<file path="src/rtl/oqpsk_pulse_shaper.sv">
// oqpsk_pulse_shaper: half-sine O-QPSK chip-pair shaper producing signed I/Q DAC samples.
// The Q rail lags I by half a pulse (4 samples); one chip pair is consumed per 8 sample ticks.
module oqpsk_pulse_shaper #(
    parameter int unsigned OUT_W = 5,
    parameter int unsigned AMP   = 15
) (
    input  logic                    clk,
    input  logic                    resetn,
    input  logic                    sample_en,
    input  logic                    chip_valid,
    output logic                    chip_ready,
    input  logic [1:0]              chip_pair,
    output logic signed [OUT_W-1:0] i_out,
    output logic signed [OUT_W-1:0] q_out,
    output logic                    out_valid,
    output logic                    busy
);
    localparam int unsigned PEAK = (1 << (OUT_W - 1)) - 1;
    // round(AMP*sin(pi*k/8)) for k = 1..3, using Q16 sine constants
    localparam int unsigned S1 = (AMP * 25080 + 32768) >> 16;
    localparam int unsigned S2 = (AMP * 46341 + 32768) >> 16;
    localparam int unsigned S3 = (AMP * 60547 + 32768) >> 16;

    generate
        if (AMP > PEAK) begin : g_amp_check
            $error("oqpsk_pulse_shaper: AMP does not fit in signed OUT_W");
        end
    endgenerate

    typedef enum logic [1:0] {
        IDLE = 2'd0,
        RUN  = 2'd1,
        TAIL = 2'd2
    } state_t;

    state_t                  state, state_nxt;
    logic [2:0]              phase, phase_nxt;
    logic                    i_act, i_act_nxt;
    logic                    q_act, q_act_nxt;
    logic                    i_chip, i_chip_nxt;
    logic                    q_chip, q_chip_nxt;
    logic                    q_pend, q_pend_nxt;
    logic signed [OUT_W-1:0] i_out_nxt, q_out_nxt;
    logic                    out_valid_nxt, busy_nxt;
    logic                    transfer;
    logic                    q_load;
    logic                    i_use_act, i_use_chip;
    logic                    q_use_act, q_use_chip;

    function automatic logic signed [OUT_W-1:0] rom_at(input logic [2:0] k);
        case (k)
            3'd1, 3'd7: rom_at = OUT_W'(S1);
            3'd2, 3'd6: rom_at = OUT_W'(S2);
            3'd3, 3'd5: rom_at = OUT_W'(S3);
            3'd4:       rom_at = OUT_W'(AMP);
            default:    rom_at = '0;
        endcase
    endfunction

    function automatic logic signed [OUT_W-1:0] shape(input logic act, input logic chip,
                                                      input logic [2:0] k);
        logic signed [OUT_W-1:0] mag;
        mag = rom_at(k);
        if (!act)
            shape = '0;
        else if (chip)
            shape = mag;
        else
            shape = -mag;
    endfunction

    assign chip_ready = sample_en && (phase == 3'd0) && (state == IDLE || state == RUN);
    assign transfer   = chip_valid && chip_ready;

    // State register
    always_ff @(posedge clk) begin
        if (!resetn)
            state <= IDLE;
        else
            state <= state_nxt;
    end

    // Next-state logic
    always_comb begin
        state_nxt = state;
        if (sample_en) begin
            case (state)
                IDLE:    if (transfer) state_nxt = RUN;
                RUN:     if (phase == 3'd0 && !transfer) state_nxt = TAIL;
                TAIL:    if (phase == 3'd3) state_nxt = IDLE;
                default: state_nxt = IDLE;
            endcase
        end
    end

    // Datapath and output next values; new chips are bypassed into the current sample
    always_comb begin
        phase_nxt     = phase;
        i_act_nxt     = i_act;
        q_act_nxt     = q_act;
        i_chip_nxt    = i_chip;
        q_chip_nxt    = q_chip;
        q_pend_nxt    = q_pend;
        i_out_nxt     = i_out;
        q_out_nxt     = q_out;
        out_valid_nxt = 1'b0;
        busy_nxt      = busy;
        q_load        = (state == RUN) && (phase == 3'd4);
        i_use_act     = transfer || i_act;
        i_use_chip    = transfer ? chip_pair[0] : i_chip;
        q_use_act     = q_load || q_act;
        q_use_chip    = q_load ? q_pend : q_chip;
        if (sample_en) begin
            out_valid_nxt = 1'b1;
            busy_nxt      = transfer || (state != IDLE);
            if ((state == IDLE && !transfer) || (state == TAIL && phase == 3'd3))
                phase_nxt = 3'd0;
            else
                phase_nxt = phase + 3'd1;
            if (transfer) begin
                i_chip_nxt = chip_pair[0];
                q_pend_nxt = chip_pair[1];
                i_act_nxt  = 1'b1;
            end else if (state == RUN && phase == 3'd0) begin
                i_act_nxt = 1'b0;
            end
            if (q_load) begin
                q_chip_nxt = q_pend;
                q_act_nxt  = 1'b1;
            end
            if (state == TAIL && phase == 3'd3)
                q_act_nxt = 1'b0;
            i_out_nxt = shape(i_use_act, i_use_chip, phase);
            q_out_nxt = shape(q_use_act, q_use_chip, phase + 3'd4);
        end
    end

    always_ff @(posedge clk) begin
        if (!resetn) begin
            phase     <= 3'd0;
            i_act     <= 1'b0;
            q_act     <= 1'b0;
            i_chip    <= 1'b0;
            q_chip    <= 1'b0;
            q_pend    <= 1'b0;
            i_out     <= '0;
            q_out     <= '0;
            out_valid <= 1'b0;
            busy      <= 1'b0;
        end else begin
            phase     <= phase_nxt;
            i_act     <= i_act_nxt;
            q_act     <= q_act_nxt;
            i_chip    <= i_chip_nxt;
            q_chip    <= q_chip_nxt;
            q_pend    <= q_pend_nxt;
            i_out     <= i_out_nxt;
            q_out     <= q_out_nxt;
            out_valid <= out_valid_nxt;
            busy      <= busy_nxt;
        end
    end

endmodule

</file>
<file path="config.mk">
export PLATFORM = sky130hd
export DESIGN_NAME = oqpsk_pulse_shaper
export DESIGN_NICKNAME = d
export VERILOG_FILES = /design/src/rtl/oqpsk_pulse_shaper.sv
export SDC_FILE = /design/constraint.sdc
export NUM_CORES = 1
export LEC_CHECK = 0
export CAP_MARGIN = 20
export CORE_MARGIN = 4
export CORE_UTILIZATION = 47
export CTS_CLUSTER_SIZE = 30
export DETAILED_ROUTE_END_ITERATION = 10
export PLACE_DENSITY_LB_ADDON = 0.2
export SLEW_MARGIN = 10
export SYNTH_ARGS = -nofsm -noshare
export SYNTH_HDL_FRONTEND = slang
export SYNTH_SLANG_ARGS = --single-unit
</file>
<file path="constraint.sdc">
create_clock -name clk -period 2 [get_ports clk]
set_clock_uncertainty 0.1 [all_clocks]
set_input_delay 0.5 -clock clk [delete_from_list [all_inputs] [get_ports clk]]
set_output_delay 0.5 -clock clk [all_outputs]
set_load 0.02 [all_outputs]
</file>
Run 1, ports around the boundary:
Pins as bars across the die edge, other pins in gray.
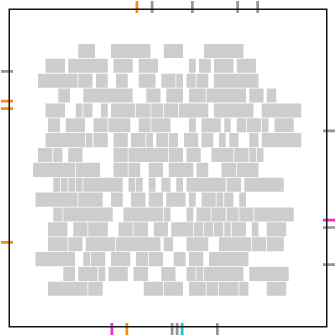
[magenta] `chip_pair` | pins: 2 | direction: input | edge: 1 south, 1 east
[orange] `i_out` | pins: 5 | direction: output | edge: 3 west, 1 north, 1 south
[cyan] `chip_ready` | pins: 1 | direction: output | edge: south
all pins by edge: 6 south, 5 north, 4 east, 4 west
Port Buffers: 18
Die Y: 57.8 um

Run 1, register map, names as in the netlist:
Other sequential cells in the stronger gray, the rest of the logic in the fainter gray.
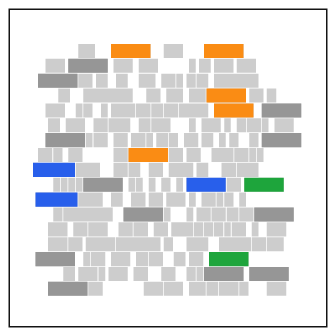
[orange] `q_out` | flops: 5
[green] `state` | flops: 2
[blue] `phase` | flops: 3
register area: 443 um2
post-layout util: 71.5%

Run 1, metal layers overlaid:
The bar under the picture is 20 um long.
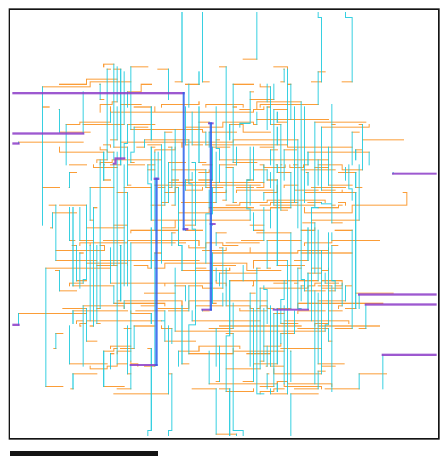
[cyan] met2 | wire length: 1450 um
[orange] met1 | wire length: 1280 um
[blue] met4 | wire length: 68.7 um
[purple] met3 | wire length: 78.7 um
final wirelength: 2880 um
total track usage: 18.8%
vias: 1096

[run 1: final timing paths]
path	to	cells after the start
worst max register to register	q_out[3]	7
worst max-delay path	q_out[3]	7
worst min-delay path	i_act	2
worst min register to register	i_act	2
[run 1: per-layer routing]
layer	up-vias	share of wire (%)
li1	548	-
met1	524	44
met2	17	50
met3	7	2.7
met4	0	2.4
met5	-	0
[run 1: registers in the layout, indices dropped and copies added (netlist names)]
name and count:
busy 1, i_act 1, i_chip 1, i_out 5, out_valid 1, phase 3
q_act 1, q_chip 1, q_out 5, q_pend 1, state 2
[run 1: cell type report]
cell class | instances | area, um2
multi-input combinational | 95 | 716
fill | 185 | 649
sequential | 22 | 443
timing repair buffer | 45 | 380
tap | 28 | 35.0
inverter | 8 | 30.0
clock buffer | 3 | 22.5
[run 1: logic make-up (layout without fill, tap and decap cells)]
kind of cell | Yosys count | after routing | share of synthesized area (%)
AND-OR/OR-AND | 35 | 35 | 20.9
adder cells (fa/ha/maj) | 5 | 5 | 5.36
buffers and inverters | 13 | 56 | 4.94
flip-flops | 22 | 22 | 37.8
multiplexers | 7 | 7 | 8.37
AND/OR/NAND/NOR | 48 | 48 | 22.6
[run 1: metrics by stage]
stage / std cells / utilization [%] / hold WS [ns] / setup slack [ns]
2_1_floorplan: 130 / - / 0.332 / 0.00507
3_3_place_gp: 194 / 68.1 / 0.349 / -0.424
3_5_place_dp: 194 / 68.1 / 0.358 / -0.420
4_1_cts: 199 / 69.9 / 0.384 / 0.00120
5_1_grt: 201 / 71.5 / 0.415 / -0.106
6_report: 201 / 71.5 / 0.378 / 0.00677
[run 1: where the power goes]
part / internal (mW) / total [mW] / switching (mW)
logic: 0.0859 / 0.168 / 0.0819
clock network: 0.0703 / 0.203 / 0.133
registers: 0.450 / 0.458 / 0.00801
==> results.tsv, run 1 <==
stage	metric	value	unit
worst_setup_path	cp.required	2.10	ns
sta	finalHoldViolCount	0	
worst_setup_path	arrival	2.09	ns
global_route	grt-ovfl-total	0	
layout	postLayoutCellArea	1630	um2
logic_synthesis	fp_nets	141	
outcome	outcome	finished clean	
sta	tightest_slew	0.417	ns
clock_network	cts_made_buffers	3	
worst_setup_path	worstPathMaxFanout	4	
placement	placed_area	1550	um2
sta	setup_viol	0	
worst_setup_path	path_class	register to register	
worst_setup_path	end_kind	register	
worst_setup_path	cp_slowest_cell	dfxtp_2	
clock_network	cts_setup_buffers	2	
logic_synthesis	yosysUniqueCellTypes	40	
placement	gp_congestion	0.827	
die	fp-row-count	17	
power_and_ir_drop	p_leak	0.670	nW
clock_network	htree_levels	1	
layout	lay_top_count	buf_4	
die	chipArea	3340	um2
logic_synthesis	async_flop_share	0	%
worst_setup_path	setup.worst_path.start_class	register	
logic_synthesis	edf_count	0	
sta	grt_setup_unrepaired	true	
logic_synthesis	ys_area	1170	um2
detailed_routing	first_pass_iters	4	
detailed_routing	wl_per_cell	14.3	um
layout	nets	186	
global_route	antenna_found_initial	0	
die	initial_core_util	51.2	%
logic_synthesis	ys.flops	22	
clock_network	post_cts_resized	9	
min_path	hold_path.class	register to register	
global_route	gr-usage-met1	22.1	%
power_and_ir_drop	total_power	829	uW
worst_setup_path	reg2reg_slack	0.007	ns
Run 1, clock distribution:
The bar under the picture is 20 um long.
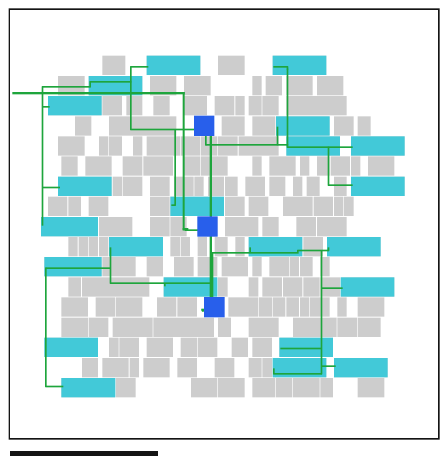

==> run 1 -> run 2 <==
--- a/config.mk
+++ b/config.mk
@@ -10,6 +10,7 @@
 export CORE_UTILIZATION = 47
 export CTS_CLUSTER_SIZE = 30
 export DETAILED_ROUTE_END_ITERATION = 10
+export GPL_TIMING_DRIVEN = 0
 export PLACE_DENSITY_LB_ADDON = 0.2
 export SLEW_MARGIN = 10
 export SYNTH_ARGS = -nofsm -noshare
Run 2, clock distribution:
The bar under the picture is 20 um long.
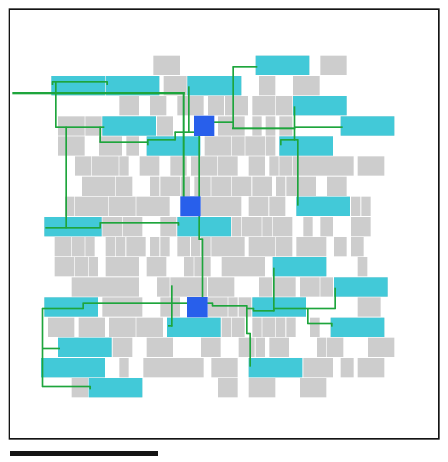
[blue] cells driving clock nets | count: 3
[cyan] flip-flops | count: 22
[green] clock wires | length: 277 um
flops lie: all over the die
routed clock nets: 4
Clock power frac: 29.1%
Insertion Delay late pin: 0.31 ns

Run 2, clock nets:
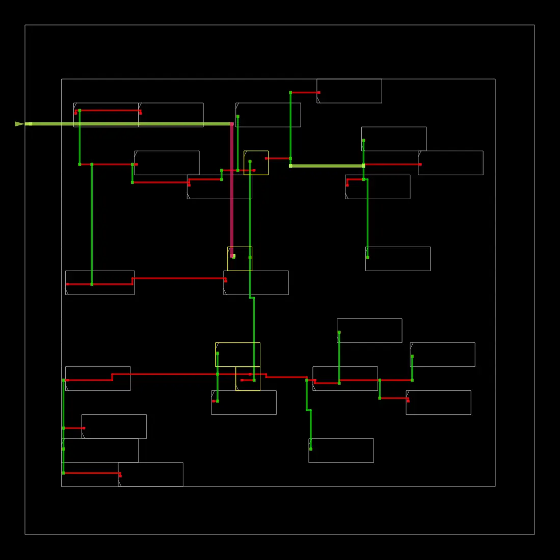
clock sink count: 22
number of clock buffers in the layout: 4
TritonCTS Buffers: 3

==> results.tsv, run 2 <==
stage	metric	value	unit	change
worst_setup_path	crit_cells	8		+1
outcome	outcome	complete, but fails checks		
worst_setup_path	worstSetupEndpoint	q_out[3]		
worst_setup_path	setup.worst_path.start_class	register		
outcome	violations	setup timing		
logic_synthesis	ys_area	1170	um2	unchanged
placement	gp_congestion	0.820		-0.79%
die	fp-row-count	17		unchanged
sta	finalHoldViolCount	0		unchanged
power_and_ir_drop	total_power	856	uW	+3.3%
placement	port_buffers	18		unchanged
clock_network	htree_levels	1		unchanged
global_route	antenna_found_initial	0		unchanged
sta	setup_viol	1		+1
detailed_routing	first_pass_iters	4		unchanged
sta	whs	0.378	ns	+0.000523 ns
logic_synthesis	ys.flops	22		unchanged
placement	pre_cts_slack	-0.611	ns	-0.191 ns
worst_setup_path	r2r_cells	8		+1
detailed_routing	vias	1070		-2.4%
power_and_ir_drop	combPwrFrac	17.2	%	-3.0 points
worst_setup_path	arrival	2.18	ns	+0.09 ns
power_and_ir_drop	p_leak	0.617	nW	-7.8%
power_and_ir_drop	intPower	632	uW	+4.2%
worst_setup_path	cp.required	2.10	ns	about the same
die	initial_core_util	51.2	%	unchanged
die	chipArea	3340	um2	unchanged
logic_synthesis	async_flop_share	0	%	unchanged
global_route	grtUsageTotal	17.2	%	-1.6 points
layout	biggestRegsByFlops	i_out: 5 flops, q_out: 5 flops, phase: 3 flops		
global_route	grt-ovfl-total	0		unchanged
placement	placed_cells	176		-9.3%
sta	worst_slack	-0.0762	ns	-0.0829 ns
-- run 2: cell counts after synthesis --
No cell type changed its count.
-- run 2: cell type report --
class	instances	area [um2]
plain buffers	5	27.5
clock buffers	4	36.3
fillers	195	738
inverters	8	32.5
multi-input cells	95	694
flip-flops and latches	22	445
well taps	28	35.0
repair buffers	30	267
-- run 2: power groups by stage --
stage               clock [mW]  combinational (mW)  sequential, mW
finish                   0.249               0.147           0.460
global route             0.268               0.159           0.463
CTS                      0.255               0.140           0.460
detailed placement           0               0.127           0.471
global placement             0               0.125           0.470
floorplan                    0              0.0790           0.474
-- run 2: how the worst min path moves through the flow --
stage                     to  slack (ns)  depth (start not counted)
floorplan              q_act        0.33                          2
global placement       q_act        0.34                          2
detailed placement     q_act        0.35                          2
CTS                 i_out[2]        0.38                          1
global route           i_act        0.42                          2
finish                 i_act        0.38                          2
-- run 2: worst reg2reg max path, delay by kind of cell (launching register included) --
kind | cells | cell delay [ns]
AND/OR/NAND/NOR | 1 | 0.20
AND-OR/OR-AND | 2 | 0.41
buffers and inverters | 2 | 0.18
multiplexers | 2 | 0.55
flip-flops | 1 | 0.37
adder cells (fa/ha/maj) | 1 | 0.15
-- run 2: logic make-up (layout without fill, tap and decap cells) --
logic type	after synthesis	after routing	synth area share, %
simple gates	48	48	22.6
compound gates	35	35	20.9
flops	22	22	37.8
buf+inv	13	47	4.94
mux	7	7	8.37
fa+ha+maj	5	5	5.36
-- run 2: what timing repair did --
item                                    4_1_cts  5_1_grt
hold buffers                                  0        0
pin swaps                                     4        7
endpoints found under the setup margin        6        5
gates resized                                 8        2
buffers inserted                             10        3
-- run 2: routing by layer --
layer	share of wire (%)	vias to the layer above	GRT usage [%]
met2	48	24	28.1
met4	1.8	0	7.95
met1	46	514	22.6
li1	-	526	-
met3	3.3	6	2.23
met5	0	-	0
Run 2, register map, names as in the netlist:
Other sequential cells in the stronger gray, the rest of the logic in the fainter gray.
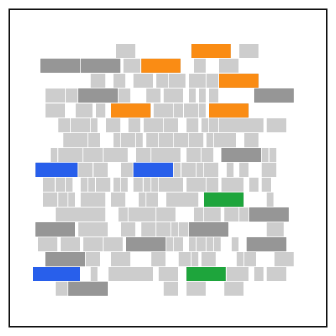

==> run 2 -> run 3 <==
--- a/config.mk
+++ b/config.mk
@@ -11,7 +11,7 @@
 export CTS_CLUSTER_SIZE = 30
 export DETAILED_ROUTE_END_ITERATION = 10
 export GPL_TIMING_DRIVEN = 0
-export PLACE_DENSITY_LB_ADDON = 0.2
+export PLACE_DENSITY_LB_ADDON = 0.15
 export SLEW_MARGIN = 10
 export SYNTH_ARGS = -nofsm -noshare
 export SYNTH_HDL_FRONTEND = slang
Run 3, register map, names as in the netlist:
Other sequential cells in the stronger gray, the rest of the logic in the fainter gray.
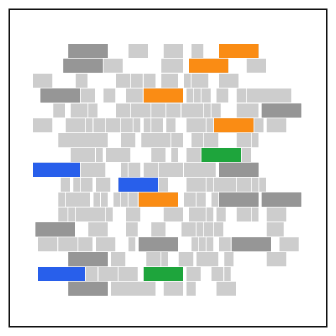
[green] `state` | flops: 2
[blue] `phase` | flops: 3
[orange] `q_out` | flops: 5
not colored: 12
register area: 448 um2
flop share of the area: 29.6%
seq pwr: 459 uW
post-layout util: 66.4%

Run 3, ports around the boundary:
Pins as bars across the die edge, other pins in gray.
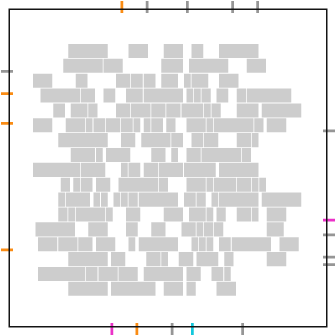
[orange] `i_out` | pins: 5 | direction: output | edge: 3 west, 1 north, 1 south
[magenta] `chip_pair` | pins: 2 | direction: input | edge: 1 south, 1 east
[cyan] `chip_ready` | pins: 1 | direction: output | edge: south
die span in x: 57.8 um

==> results.tsv, run 3 <==
stage	metric	value	unit	change
worst_setup_path	crit_cells	8		unchanged
clock_network	cts_setup_buffers	7		-3
min_path	whs_path_depth	2		unchanged
worst_setup_path	setup.worst_path.start_class	register		
power_and_ir_drop	combPwrFrac	17.6	%	+0.4 points
global_route	antenna_found_initial	0		unchanged
worst_setup_path	r2r_cells	8		unchanged
sta	worst_slack	-0.0211	ns	+0.0550 ns
clock_network	htree_levels	1		unchanged
placement	placed_cells	176		unchanged
clock_network	post_cts_resized	8		unchanged
clock_network	clock_latency	0.31	ns	about the same
worst_setup_path	cp.required	2.10	ns	about the same
power_and_ir_drop	intPower	587	uW	-7.2%
logic_synthesis	ys.flops	22		unchanged
die	fp-row-count	17		unchanged
layout	biggestRegsByFlops	i_out: 5 flops, q_out: 5 flops, phase: 3 flops		
placement	port_buffers	18		unchanged
sta	setup_viol	2		+1
outcome	violations	setup timing		
global_route	grt-ovfl-total	0		unchanged
clock_network	postCtsHoldBufs	0		unchanged
min_path	hold_end	i_act		
logic_synthesis	ys_area	1170	um2	unchanged
outcome	outcome	complete, but fails checks		
die	chipArea	3340	um2	unchanged
clock_network	cts.sinks	22		unchanged
worst_setup_path	arrival	2.13	ns	-0.05 ns
sta	finalHoldViolCount	0		unchanged
clock_network	cts_made_buffers	3		unchanged
power_and_ir_drop	clkPwrFrac	25.4	%	-3.7 points
logic_synthesis	async_flop_share	0	%	unchanged
layout	n_fill_cell	175		-10%
die	initial_core_util	51.2	%	unchanged
detailed_routing	vias	1068		-0.19%
run 3: cell counts after synthesis:
No cell type changed its count.
run 3: per-stage QoR:
stage / power (mW) / hold slack (ns) / worst slack [ns]
floorplan: 0.553 / 0.332 / 0.00507
global placement: 0.596 / 0.349 / -0.651
detailed placement: 0.599 / 0.360 / -0.661
CTS: 0.803 / 0.379 / -0.00865
global route: 0.839 / 0.422 / -0.145
finish: 0.805 / 0.374 / -0.0211
run 3: metal layers:
metal	up-vias	routed length [um]	GRT usage, %
met5	-	0	0
met4	0	61	6.62
met3	7	117	3.12
met2	23	1280	27.9
met1	516	1200	21.2
li1	522	-	-
run 3: layout make-up:
class	count	area share, %
inverter	8	2.15
buffer	5	1.82
clock buffer	3	1.49
multi-input combinational	95	45.9
timing repair buffer	27	16.6
tap	28	2.32
sequential	22	29.6
run 3: power by group through the flow:
stage	clock network [mW]	logic [mW]	registers (mW)
2_1_floorplan	0	0.0790	0.474
3_3_place_gp	0	0.125	0.470
3_5_place_dp	0	0.127	0.471
4_1_cts	0.207	0.136	0.460
5_1_grt	0.224	0.154	0.461
6_report	0.205	0.142	0.459
run 3: worst max-delay path by stage:
stage / startpoint / endpoint / slack (ns)
6_report: phase[1] / q_out[3] / -0.02
5_1_grt: phase[1] / q_out[3] / -0.15
4_1_cts: phase[1] / q_out[3] / -0.009
3_5_place_dp: sample_en / chip_ready / -0.66
3_3_place_gp: sample_en / chip_ready / -0.65
2_1_floorplan: phase[1] / i_out[2] / 0.005
run 3: kinds of logic after synthesis:
kind of cell,share of synthesized area (%)
muxes,8.37
and+or+nand+nor,22.6
DFF,37.8
AOI/OAI and AO/OA,20.9
adders and majority gates,5.36
buffers and inverters,4.94
Power is estimated from default activity; no workload was simulated.
